[src/rtl/power_reset_sequencer_pkg.sv]
// Shared state encodings and default timing for the board power/reset sequencer.
package power_reset_sequencer_pkg;

    typedef enum logic [2:0] {
        ST_OFF   = 3'd0,
        ST_RAMP  = 3'd1,
        ST_HOLD  = 3'd2,
        ST_RUN   = 3'd3,
        ST_DOWN  = 3'd4,
        ST_FAULT = 3'd5
    } seq_state_t;

    localparam int DEF_NUM_RAILS    = 2;
    localparam int DEF_RAIL_STAGGER = 4;
    localparam int DEF_RAMP_TIMEOUT = 16;
    localparam int DEF_RST_HOLD     = 8;
    localparam int DEF_GLITCH_FILT  = 3;
    localparam int DEF_CNT_W        = 8;

endpackage

[src/rtl/power_reset_sequencer_rail_deglitch.sv]
// Per-rail brownout filter: once an enabled rail has been seen good, count
// consecutive low samples and flag a brownout on the GLITCH_FILT-th one.
module power_reset_sequencer_rail_deglitch
    import power_reset_sequencer_pkg::*;
#(
    parameter int GLITCH_FILT = DEF_GLITCH_FILT
) (
    input  logic clk,
    input  logic rst,
    input  logic en,
    input  logic ok,
    output logic brownout
);

    localparam int FW = $clog2(GLITCH_FILT + 1);
    localparam logic [FW-1:0] LOW_TC = FW'(GLITCH_FILT - 1);

    logic          seen_good;
    logic [FW-1:0] low_cnt;

    // Good flag and low-sample counter; both forget everything when the rail is off.
    always_ff @(posedge clk) begin
        if (rst || !en) begin
            seen_good <= 1'b0;
            low_cnt   <= '0;
        end else if (ok) begin
            seen_good <= 1'b1;
            low_cnt   <= '0;
        end else if (seen_good && (low_cnt != LOW_TC)) begin
            low_cnt <= low_cnt + FW'(1);
        end
    end

    // Asserted during the cycle whose low sample would be the GLITCH_FILT-th in a row.
    assign brownout = en && seen_good && !ok && (low_cnt == LOW_TC);

endmodule

[src/rtl/power_reset_sequencer.sv]
// Board power and reset sequencer: staggered rail enable with ramp supervision,
// reset hold, staggered descending shutdown, and sticky brownout/timeout fault.
//
// state  | meaning
// -------+---------------------------------------------------------------
// OFF    | all rails off, sys_rst held; waits for pwr_req
// RAMP   | rail idx enabled, waiting for stagger time and rail_ok[idx]
// HOLD   | all rails good, sys_rst held for RST_HOLD clocks
// RUN    | logic released, pwr_good=1
// DOWN   | rails cleared highest-first, one per RAIL_STAGGER clocks
// FAULT  | all rails off, fault=1 until pwr_req is dropped
module power_reset_sequencer
    import power_reset_sequencer_pkg::*;
#(
    parameter int NUM_RAILS    = DEF_NUM_RAILS,
    parameter int RAIL_STAGGER = DEF_RAIL_STAGGER,
    parameter int RAMP_TIMEOUT = DEF_RAMP_TIMEOUT,
    parameter int RST_HOLD     = DEF_RST_HOLD,
    parameter int GLITCH_FILT  = DEF_GLITCH_FILT,
    parameter int CNT_W        = DEF_CNT_W
) (
    input  logic                 clk,
    input  logic                 rst,
    input  logic                 pwr_req,
    input  logic [NUM_RAILS-1:0] rail_ok,
    output logic [NUM_RAILS-1:0] vcc_en,
    output logic                 sys_rst,
    output logic                 pwr_good,
    output logic                 fault,
    output logic [2:0]           state
);

    localparam int IDX_W = (NUM_RAILS > 1) ? $clog2(NUM_RAILS) : 1;
    localparam logic [IDX_W-1:0] LAST_IDX = IDX_W'(NUM_RAILS - 1);
    localparam logic [CNT_W-1:0] STG_TC   = CNT_W'(RAIL_STAGGER - 1);
    localparam logic [CNT_W-1:0] TO_TC    = CNT_W'(RAMP_TIMEOUT - 1);
    localparam logic [CNT_W-1:0] HOLD_TC  = CNT_W'(RST_HOLD - 1);

    seq_state_t           state_q, state_n;
    logic [CNT_W-1:0]     timer_q, timer_n;
    logic [IDX_W-1:0]     idx_q, idx_n;
    logic [NUM_RAILS-1:0] vcc_en_n;
    logic                 sys_rst_n, pwr_good_n, fault_n;
    logic [NUM_RAILS-1:0] bo_vec, mon_mask;
    logic                 brown;

    for (genvar g = 0; g < NUM_RAILS; g++) begin : g_rail
        power_reset_sequencer_rail_deglitch #(
            .GLITCH_FILT(GLITCH_FILT)
        ) u_rail_deglitch (
            .clk      (clk),
            .rst      (rst),
            .en       (vcc_en[g]),
            .ok       (rail_ok[g]),
            .brownout (bo_vec[g])
        );
    end

    // Rails come up as a thermometer code, so vcc_en >> 1 is exactly the set
    // of rails below idx during RAMP.
    always_comb begin
        mon_mask = '0;
        case (state_q)
            ST_RAMP:         mon_mask = vcc_en >> 1;
            ST_HOLD, ST_RUN: mon_mask = vcc_en;
            default:         mon_mask = '0;
        endcase
        brown = |(bo_vec & mon_mask);
    end

    // State and output registers; reset beats every other event.
    always_ff @(posedge clk) begin
        if (rst) begin
            state_q  <= ST_OFF;
            timer_q  <= '0;
            idx_q    <= '0;
            vcc_en   <= '0;
            sys_rst  <= 1'b1;
            pwr_good <= 1'b0;
            fault    <= 1'b0;
        end else begin
            state_q  <= state_n;
            timer_q  <= timer_n;
            idx_q    <= idx_n;
            vcc_en   <= vcc_en_n;
            sys_rst  <= sys_rst_n;
            pwr_good <= pwr_good_n;
            fault    <= fault_n;
        end
    end

    // Next-state and next-output logic; fault beats pwr_req drop beats advance.
    always_comb begin
        state_n    = state_q;
        timer_n    = (timer_q == '1) ? timer_q : timer_q + CNT_W'(1);
        idx_n      = idx_q;
        vcc_en_n   = vcc_en;
        sys_rst_n  = sys_rst;
        pwr_good_n = pwr_good;
        fault_n    = fault;

        case (state_q)
            ST_OFF: begin
                sys_rst_n  = 1'b1;
                pwr_good_n = 1'b0;
                if (pwr_req) begin
                    state_n     = ST_RAMP;
                    timer_n     = '0;
                    idx_n       = '0;
                    vcc_en_n    = '0;
                    vcc_en_n[0] = 1'b1;
                end
            end
            ST_RAMP: begin
                if (brown || ((timer_q >= TO_TC) && !rail_ok[idx_q])) begin
                    state_n = ST_FAULT;
                end else if (!pwr_req) begin
                    state_n = ST_DOWN;
                end else if ((timer_q >= STG_TC) && rail_ok[idx_q]) begin
                    timer_n = '0;
                    if (idx_q == LAST_IDX) begin
                        state_n = ST_HOLD;
                    end else begin
                        idx_n       = idx_q + IDX_W'(1);
                        vcc_en_n    = vcc_en << 1;
                        vcc_en_n[0] = 1'b1;
                    end
                end
            end
            ST_HOLD: begin
                if (brown) begin
                    state_n = ST_FAULT;
                end else if (!pwr_req) begin
                    state_n = ST_DOWN;
                end else if (timer_q >= HOLD_TC) begin
                    state_n    = ST_RUN;
                    sys_rst_n  = 1'b0;
                    pwr_good_n = 1'b1;
                end
            end
            ST_RUN: begin
                if (brown) begin
                    state_n = ST_FAULT;
                end else if (!pwr_req) begin
                    state_n = ST_DOWN;
                end
            end
            ST_DOWN: begin
                if (vcc_en == '0) begin
                    state_n = ST_OFF;
                    timer_n = '0;
                end else if (timer_q >= STG_TC) begin
                    vcc_en_n = vcc_en >> 1;
                    timer_n  = '0;
                end
            end
            ST_FAULT: begin
                if (!pwr_req) begin
                    state_n = ST_OFF;
                    fault_n = 1'b0;
                    timer_n = '0;
                end
            end
            default: begin
                state_n = ST_OFF;
            end
        endcase

        // Entry actions shared by every path into DOWN or FAULT.
        if ((state_n == ST_DOWN) && (state_q != ST_DOWN)) begin
            sys_rst_n  = 1'b1;
            pwr_good_n = 1'b0;
            vcc_en_n   = vcc_en >> 1;
            timer_n    = '0;
        end
        if ((state_n == ST_FAULT) && (state_q != ST_FAULT)) begin
            sys_rst_n  = 1'b1;
            pwr_good_n = 1'b0;
            fault_n    = 1'b1;
            vcc_en_n   = '0;
            timer_n    = '0;
        end
    end

    assign state = state_q;

endmodule

[config.mk]
export PLATFORM = sky130hd
export DESIGN_NAME = power_reset_sequencer
export DESIGN_NICKNAME = d
export VERILOG_FILES = /design/src/rtl/power_reset_sequencer_pkg.sv /design/src/rtl/power_reset_sequencer_rail_deglitch.sv /design/src/rtl/power_reset_sequencer.sv
export SDC_FILE = /design/constraint.sdc
export NUM_CORES = 1
export LEC_CHECK = 0
export CAP_MARGIN = 15
export CORE_MARGIN = 2
export CORE_UTILIZATION = 29
export CTS_BUF_LIST = sky130_fd_sc_hd__clkbuf_2
export CTS_CLUSTER_SIZE = 10
export DETAILED_ROUTE_END_ITERATION = 6
export REMOVE_ABC_BUFFERS = 1
export SLEW_MARGIN = 25
export SYNTH_ARGS = -nofsm -noshare
export SYNTH_HDL_FRONTEND = slang
export SYNTH_HIERARCHICAL = 1
export SYNTH_SLANG_ARGS = --single-unit
[constraint.sdc]
create_clock -name clk -period 2.85 [get_ports clk]
set_clock_uncertainty 0.1 [all_clocks]
set_input_delay 0.57 -clock clk [delete_from_list [all_inputs] [get_ports clk]]
set_output_delay 0.57 -clock clk [all_outputs]
set_load 0.02 [all_outputs]
run_1/layers.png
(6 px per um) Only two layers are drawn.
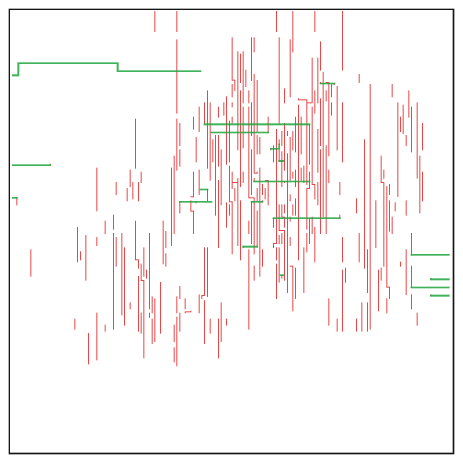
Red stands for M2, wire length 1440 um. Green stands for M3, wire length 123 um.

run_1/pinout.png
(6 px per um) Pins as bars across the die edge, other pins in grey.
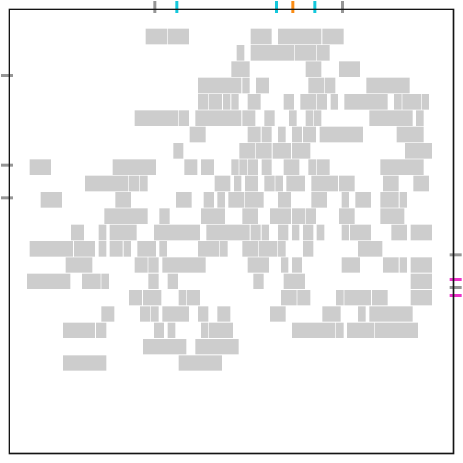
Magenta stands for vcc_en, pins 2, direction output, edge right. Cyan stands for state, pins 3, direction output, edge top. Orange stands for pwr_req, pins 1, direction input, edge top.
All pins by edge: 6 top, 4 right, 3 left.
vertical die dimension: 73.8 um
tally of buffers added on design ports: 12
die span in x: 73.8 um

==> impl_report.txt, run 1 <==
==== FLOW RESULTS ====
----------------------------------------------------
[Floorplan]
  Number of rows created at floorplan ........................ 25
  Number of I/O pins ........................ 13
  Die area ........................ 5440 um^2
  Initial core utilization ........................ between 20 and 30%

[Global route]
  Via count of the first global-routing pass ........................ 1171
  Wire length of the first global-routing pass ........................ 5.47 mm
  Initial antenna violation count ........................ 0
  Total overflow reported by the global router ........................ 0

[Hold path]
  Hold crit path type ........................ flip-flop to flip-flop
  Hold path startpoint ........................ pwr_good
  Cells on Worst Hold Path ........................ 2

[Worst setup path]
  Worst Setup SP ........................ state[2]
  CP arrival ........................ 1.82 ns
  Cell depth of the worst flop-to-flop path ........................ 9
  Termination of the worst setup path ........................ state[2]
  Endpoint required time on the critical path ........................ 2.18 ns
  Number of cells on the critical path ........................ 1
  CP max FO ........................ 19
  Cell with the biggest individual delay on the critical path ........................ dfxtp_1
  Reg2Reg Launch Point ........................ g_rail[0].u_rail_deglitch/low_cnt[0]
  Critical setup path kind ........................ flip-flop to primary output
  Worst path top cell family by delay ........................ flip-flops
  Reg-to-reg setup timing slack ........................ 0.59 ns
  Worst setup SP type ........................ flip-flop

[Clock network]
  Total clock buffers created by CTS ........................ 3
  Buffer count from post-CTS setup fixing ........................ 0
  TritonCTS clock tree ........................ built
  Source-to-sink clock delay at the later pin of the worst-skew pair ........................ 0.35 ns
  Clock H-tree levels ........................ 1
  Cells resized by post-CTS repair ........................ 0
  Clk Tree Root Cell ........................ clkbuf_2
  Post-CTS clock slew at the launch and capture registers of the worst setup and hold paths ........................ 0.23 ns

[Pwr]
  Sequential group power ........................ 0.343 mW
  Seq pwr share ........................ 58.9%
  Biggest consumer ........................ sequential cells
  Share of total power in the clock network ........................ between 20% and 30%
  Switching power of the nets ........................ 0.173 mW
  Power drawn by the combinational cells ........................ 0.0945 mW
  Switching Share ........................ approximately 30%
  Pwr Total ........................ between 0.5 and 0.6 mW
  Power density over the cells ........................ between 300 and 400 nW/um^2
  Clk power ........................ 0.145 mW
  Int Pwr ........................ ~0.4 mW

[Synth]
  Synthesized instance count ........................ 168
  Dominant cells by area after synthesis ........................ dfxtp_1 (33%), nor2_1 (6.9%), a21oi_1 (3.9%)
  MUX share of area ........................ 2.13%
  Average cell area after synthesis ........................ about 8.4 um^2
  Share of synthesized area occupied by flip-flops and latches ........................ 32.6%
  Area share of and-or/or-and cells after synthesis ........................ approximately a quarter
  Netlist cell types ........................ 49
  Adder-cell share of the synthesized area ........................ 2.66%
  Synthesized registers ........................ 23
  Syn. warnings ........................ 6
  Proportion of netlist area held by the largest area contributor ........................ 32.6%
  Number of synthesized flops with an enable pin ........................ 0
  Post-Synth XOR/XNOR Area ........................ 3.10%
  Share of flip-flops with an asynchronous set or reset ........................ 0%
  Chip area estimate from yosys synthesis ........................ 1410 um^2
  Most frequent cell after synthesis ........................ nor2_1

[Route]
  Average vias per placed instance ........................ 5.02
  Overall routed net length ........................ 3.27 mm
  Via count ........................ 1260
  Tally of nets with antenna violations remaining after routing ........................ 0

[Final timing]
  Number of hold violations in the final report ........................ 0
  Count of final setup violators ........................ 0
  Number of max-slew violations in the final report ........................ 0
  Aggregate negative setup slack ........................ 0 ns

[Outcome]
  Result of the run ........................ complete, no violations

[Layout]
  Proportion of layout cells with a drive suffix above 1 ........................ 13.6%
  Count of inserted antenna diode cells ........................ 0

[Job]
  Max-cap violations ........................ 0

[Place]
  Hpwl dp ........................ 2.49 mm

----------------------------------------------------
run_1/sizing.png
(6 px per um)
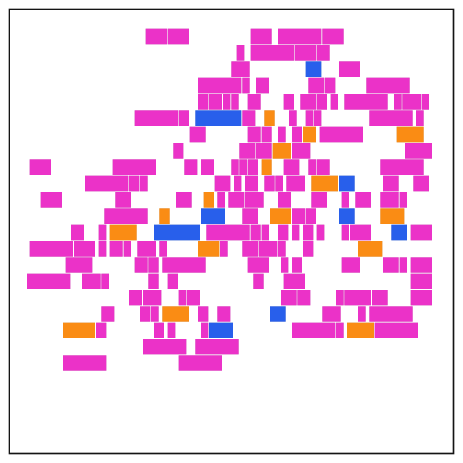
Orange stands for x2, cells 16, share 8.7%. Magenta stands for x1 and smaller, cells 159, share 86%, most used nor2_1. Blue stands for x3 and x4, cells 9, share 4.9%, most used buf_4.

## run 1: metal layers
metal	global-route usage, %	vias up	part of all wire, %
met5	0	-	0
li1	-	648	-
met4	5.05	0	1.5
met1	17.5	579	51
met3	2.88	6	3.7
met2	20.6	27	44
## run 1: flip-flops by register name, indices dropped and copies added (netlist names)
register                          flops
fault                                 1
g_rail.u_rail_deglitch/low_cnt        4
g_rail.u_rail_deglitch/seen_good      2
idx_q                                 1
pwr_good                              1
state                                 3
sys_rst                               1
timer_q                               8
vcc_en                                2
## run 1: cells in the final DEF, fill, tap and decap left out, types with 3 or more instances in the layout
cell             instances
a22oi_1                  3
nor3b_1                  3
nor3_1                   7
xnor2_1                  3
o21ai_0                  4
clkdlybuf4s50_1         12
buf_4                    5
nand2_1                  8
or3b_1                   3
clkbuf_2                 4
nand4_1                  4
nand2b_1                 5
nor2_1                  26
a211oi_2                 4
dfxtp_1                 23
nand3_1                  3
inv_1                    7
a21oi_1                 11
mux2i_1                  3
ha_1                     3
nor2b_1                  4
## run 1: layout make-up
| cell class | instances | area, um^2 | area share (%) |
|---|---|---|---|
| Clock buffer | 4 | 20.0 | 1.21 |
| Inverter | 7 | 26.3 | 1.59 |
| Multi-Input combinational cell | 133 | 903 | 54.7 |
| Sequential cell | 23 | 460 | 27.9 |
| Tap cell | 67 | 83.8 | 5.08 |
| Timing Repair Buffer | 17 | 158 | 9.55 |
## run 1: metrics by stage
step	utilization, %	hold WS (ns)	cell area, um^2	worst slack, ns	std cells
detailed placement	34.5	0.351	1630	0.109	247
floorplan	-	0.377	1390	0.737	163
global placement	34.5	0.356	1630	0.0918	247
CTS	35.0	0.381	1650	0.353	251
global route	35.0	0.396	1650	0.272	251
finish	35.0	0.377	1650	0.356	251
run_1/port_trees.png
(4 px per um)
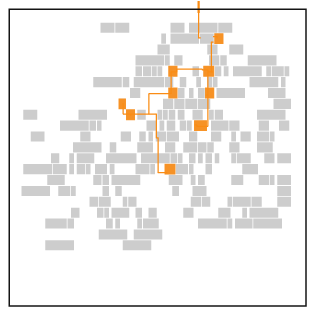

==> run 2: changes to the inputs <==
- CORE_UTILIZATION: 29 -> 55
- PLACE_DENSITY: unset -> 0.77
run_2/port_trees.png
(4 px per um)
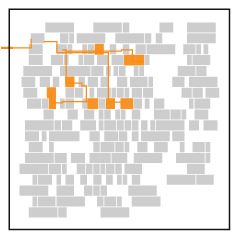
Orange stands for pwr_req, direction input, edge left, end cells 9, buffers 2, wire 99.4 um.
number of I/O pins: 13

run_2/sizing.png
(8 px per um)
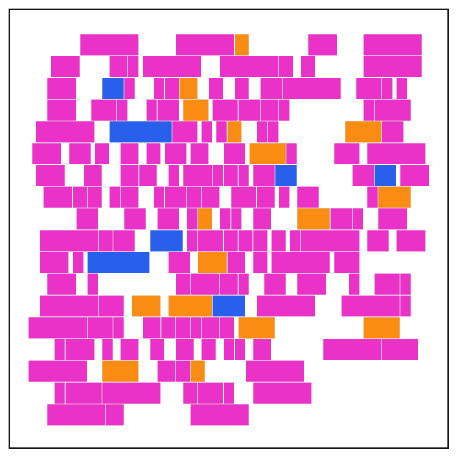
Blue stands for x3 and x4, cells 7, share 3.8%, most used buf_4. Orange stands for x2, cells 16, share 8.8%, most used a211oi_2. Magenta stands for x1 and smaller, cells 159, share 87%, most used nor2_1.
post-layout instance area: 1590 um^2
area delta synth->final: 12.6%
post-route worst setup slack: 0.363 ns
Non-CTS buffers: 15

run_2/pinout.png
(8 px per um) Pins as bars across the die edge, other pins in grey.
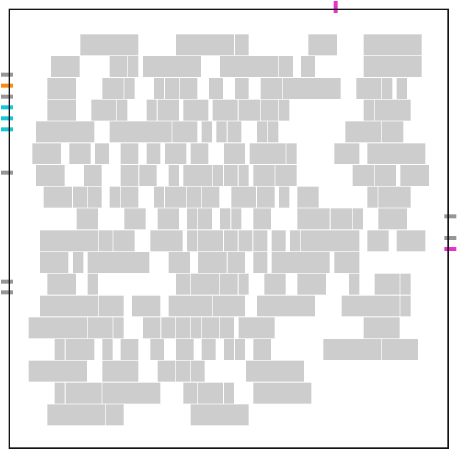
Orange stands for pwr_req, pins 1, direction input, edge left. Magenta stands for vcc_en, pins 2, direction output, edge 1 top, 1 right. Cyan stands for state, pins 3, direction output, edge left.
All pins by edge: 9 left, 3 right, 1 top.
die span in x: 54.7 um
vertical die dimension: 54.7 um

==> impl_report.txt, run 2 <==
==== FLOW RESULTS ====
----------------------------------------------------
[Outcome]
  Result of the run ........................ complete, no violations (unchanged)

[Floorplan]
  Number of rows created at floorplan ........................ 18 (was 25)
  Initial core utilization ........................ 57.5% (was 29.9%)
  Die area ........................ 2990 um^2 (was 5440 um^2)

[Layout]
  Post-layout util ........................ 64.8% (was 35.0%)
  Count of inserted antenna diode cells ........................ 0 (unchanged)
  Multi-input combinational cell area ........................ 903 um^2 (unchanged)
  Flip-flop count of the largest register, all copies and words added ........................ 8 (unchanged)
  Footprint of the flip-flops and latches ........................ 460 um^2 (unchanged)
  Most common library cell in the layout ignoring fill and taps ........................ nor2_1 (unchanged)
  Proportion of layout cells with a drive suffix above 1 ........................ 12.6% (was 13.6%)
  Register name with the most flops ........................ timer_q (unchanged)
  Top cells excl fill/tap ........................ nor2_1 (26), dfxtp_1 (23), clkdlybuf4s50_1 (12) (unchanged)

[Synth]
  Synthesized instance count ........................ 168 (unchanged)
  Adder-cell share of the synthesized area ........................ 2.66% (unchanged)
  Post-Synth XOR/XNOR Area ........................ 3.10% (unchanged)
  MUX share of area ........................ 2.13% (unchanged)
  Area share of and-or/or-and cells after synthesis ........................ 24.1% (unchanged)
  Chip area estimate from yosys synthesis ........................ 1410 um^2 (unchanged)
  Syn. warnings ........................ 6 (unchanged)
  Synthesized registers ........................ 23 (unchanged)
  Most frequent cell after synthesis ........................ nor2_1 (unchanged)
  Share of synthesized area occupied by flip-flops and latches ........................ 32.6% (unchanged)
  Proportion of netlist area held by the largest area contributor ........................ 32.6% (unchanged)
  Netlist cell types ........................ 49 (unchanged)
  Share of flip-flops with an asynchronous set or reset ........................ 0% (unchanged)
  Dominant cells by area after synthesis ........................ dfxtp_1 (33%), nor2_1 (6.9%), a21oi_1 (3.9%) (unchanged)
  Average cell area after synthesis ........................ 8.41 um^2 (unchanged)

[Route]
  Via count ........................ 1311 (was 1260)
  Uppermost layer routed ........................ met4 (unchanged)
  Tally of nets with antenna violations remaining after routing ........................ 0 (unchanged)
  Total routed wire length on the met1 layer ........................ 1.48 mm (was 1.66 mm)
  Overall routed net length ........................ 3.08 mm (was 3.27 mm)
  Metal3 WL ........................ 182 um (was 122 um)
  Average vias per placed instance ........................ 6.18 (was 5.02)
  Total length of routed met2 wires ........................ 1.36 mm (was 1.44 mm)

[Final timing]
  Aggregate negative setup slack ........................ 0 ns (unchanged)
  RSZ-0062 raised after global routing ........................ false (unchanged)
  Count of final setup violators ........................ 0 (unchanged)
  Number of hold violations in the final report ........................ 0 (unchanged)
  Final worst path period share ........................ 87.2% (was 87.5%)
  Number of max-slew violations in the final report ........................ 0 (unchanged)

[Clock network]
  TritonCTS clock tree ........................ built (unchanged)
  Post-CTS clock slew at the launch and capture registers of the worst setup and hold paths ........................ 0.23 ns (about the same)
  Total clock buffers created by CTS ........................ 3 (unchanged)
  Clock H-tree levels ........................ 1 (unchanged)
  Buffer count from post-CTS setup fixing ........................ 0 (unchanged)
  Source-to-sink clock delay at the later pin of the worst-skew pair ........................ 0.37 ns (was 0.35 ns)
  Cells resized by post-CTS repair ........................ 0 (unchanged)
  Clk Tree Root Cell ........................ clkbuf_2 (unchanged)

[Worst setup path]
  Worst path top cell family by delay ........................ flip-flops (unchanged)
  Cell depth of the worst flop-to-flop path ........................ 9 (unchanged)
  Endpoint required time on the critical path ........................ 2.18 ns (about the same)
  Critical setup path kind ........................ flip-flop to primary output (unchanged)
  CP max FO ........................ 15 (was 19)
  Worst setup SP type ........................ flip-flop (unchanged)
  Number of cells on the critical path ........................ 1 (unchanged)
  CP arrival ........................ 1.82 ns (about the same)

[Global route]
  Via count of the first global-routing pass ........................ 1140 (was 1171)
  Total overflow reported by the global router ........................ 0 (unchanged)
  GR Layer Usage met2 ........................ 35.5% (was 20.6%)
  GR Util met3 ........................ 3.55% (was 2.88%)
  Met1 usage in global routing ........................ 31.5% (was 17.5%)
  Wire length of the first global-routing pass ........................ 4.96 mm (was 5.47 mm)
  Initial antenna violation count ........................ 0 (unchanged)
  Busiest layer in global routing ........................ met2 (unchanged)

[Pwr]
  Worst ir drop on vdd ........................ 0.360 mV (was 0.145 mV)
  Power density over the cells ........................ 362 nW/um^2 (was 352 nW/um^2)
  Pwr Total ........................ 0.576 mW (was 0.582 mW)

[Place]
  Tally of buffers added on design ports ........................ 12 (unchanged)
  Area of placed instances ........................ 1570 um^2 (was 1630 um^2)
  Hpwl dp ........................ 2.24 mm (was 2.49 mm)

[Hold path]
  Hold crit path type ........................ flip-flop to flip-flop (unchanged)
  Cells on Worst Hold Path ........................ 2 (unchanged)

[Job]
  Max-cap violations ........................ 0 (unchanged)

----------------------------------------------------
run 2: stage by stage:
step / instances / hold WS (ns)
floorplan: 163 / 0.377
global placement: 208 / 0.341
detailed placement: 208 / 0.349
CTS: 212 / 0.391
global route: 212 / 0.403
finish: 212 / 0.385
run 2: kinds of logic (layout without fill, tap and decap cells):
kind of cell,Yosys count,count (layout)
flip-flops,23,23
buffers and inverters,12,26
AND/OR/NAND/NOR,79,79
adder cells (fa/ha/maj),3,3
XOR/XNOR,5,5
multiplexers,3,3
AND-OR/OR-AND,43,43
run 2: path summary, 6_finish.rpt:
| check | startpoint | to | slack [ns] |
|---|---|---|---|
| worst max-delay path | state[1] | state[1] | 0.36 |
| worst min-delay path | pwr_good | pwr_good | 0.38 |
| worst max register to register | g_rail[0].u_rail_deglitch/low_cnt[0] | vcc_en[0] | 0.58 |
| worst min register to register | pwr_good | pwr_good | 0.38 |
run 2: power breakdown:
group	internal [mW]	total (mW)	switching [mW]	leakage, nW
Sequential	0.330	0.343	0.0132	0.186
Clock	0.0318	0.138	0.106	0.0164
Combinational	0.0424	0.0949	0.0525	0.360
Total	0.404	0.576	0.172	0.562
run 2: worst reg2reg max path: stages, from the launching register on:
cell	delay [ns]
dfxtp_1	0.39
inv_1	0.05
ha_1	0.21
and4b_2	0.22
a22oi_1	0.23
buf_4	0.16
o22ai_2	0.09
o41ai_1	0.49
a22oi_1	0.13
a21oi_1	0.17
run 2: area by class of cell:
type	instances	area share, %
Clock buffer	3	0.944
Clock inverter	1	0.315
Inverter	7	1.65
Multi-Input combinational cell	133	56.8
Sequential cell	23	29.0
Tap cell	30	2.36
Timing Repair Buffer	15	8.97
Power is estimated from default activity; no workload was simulated.
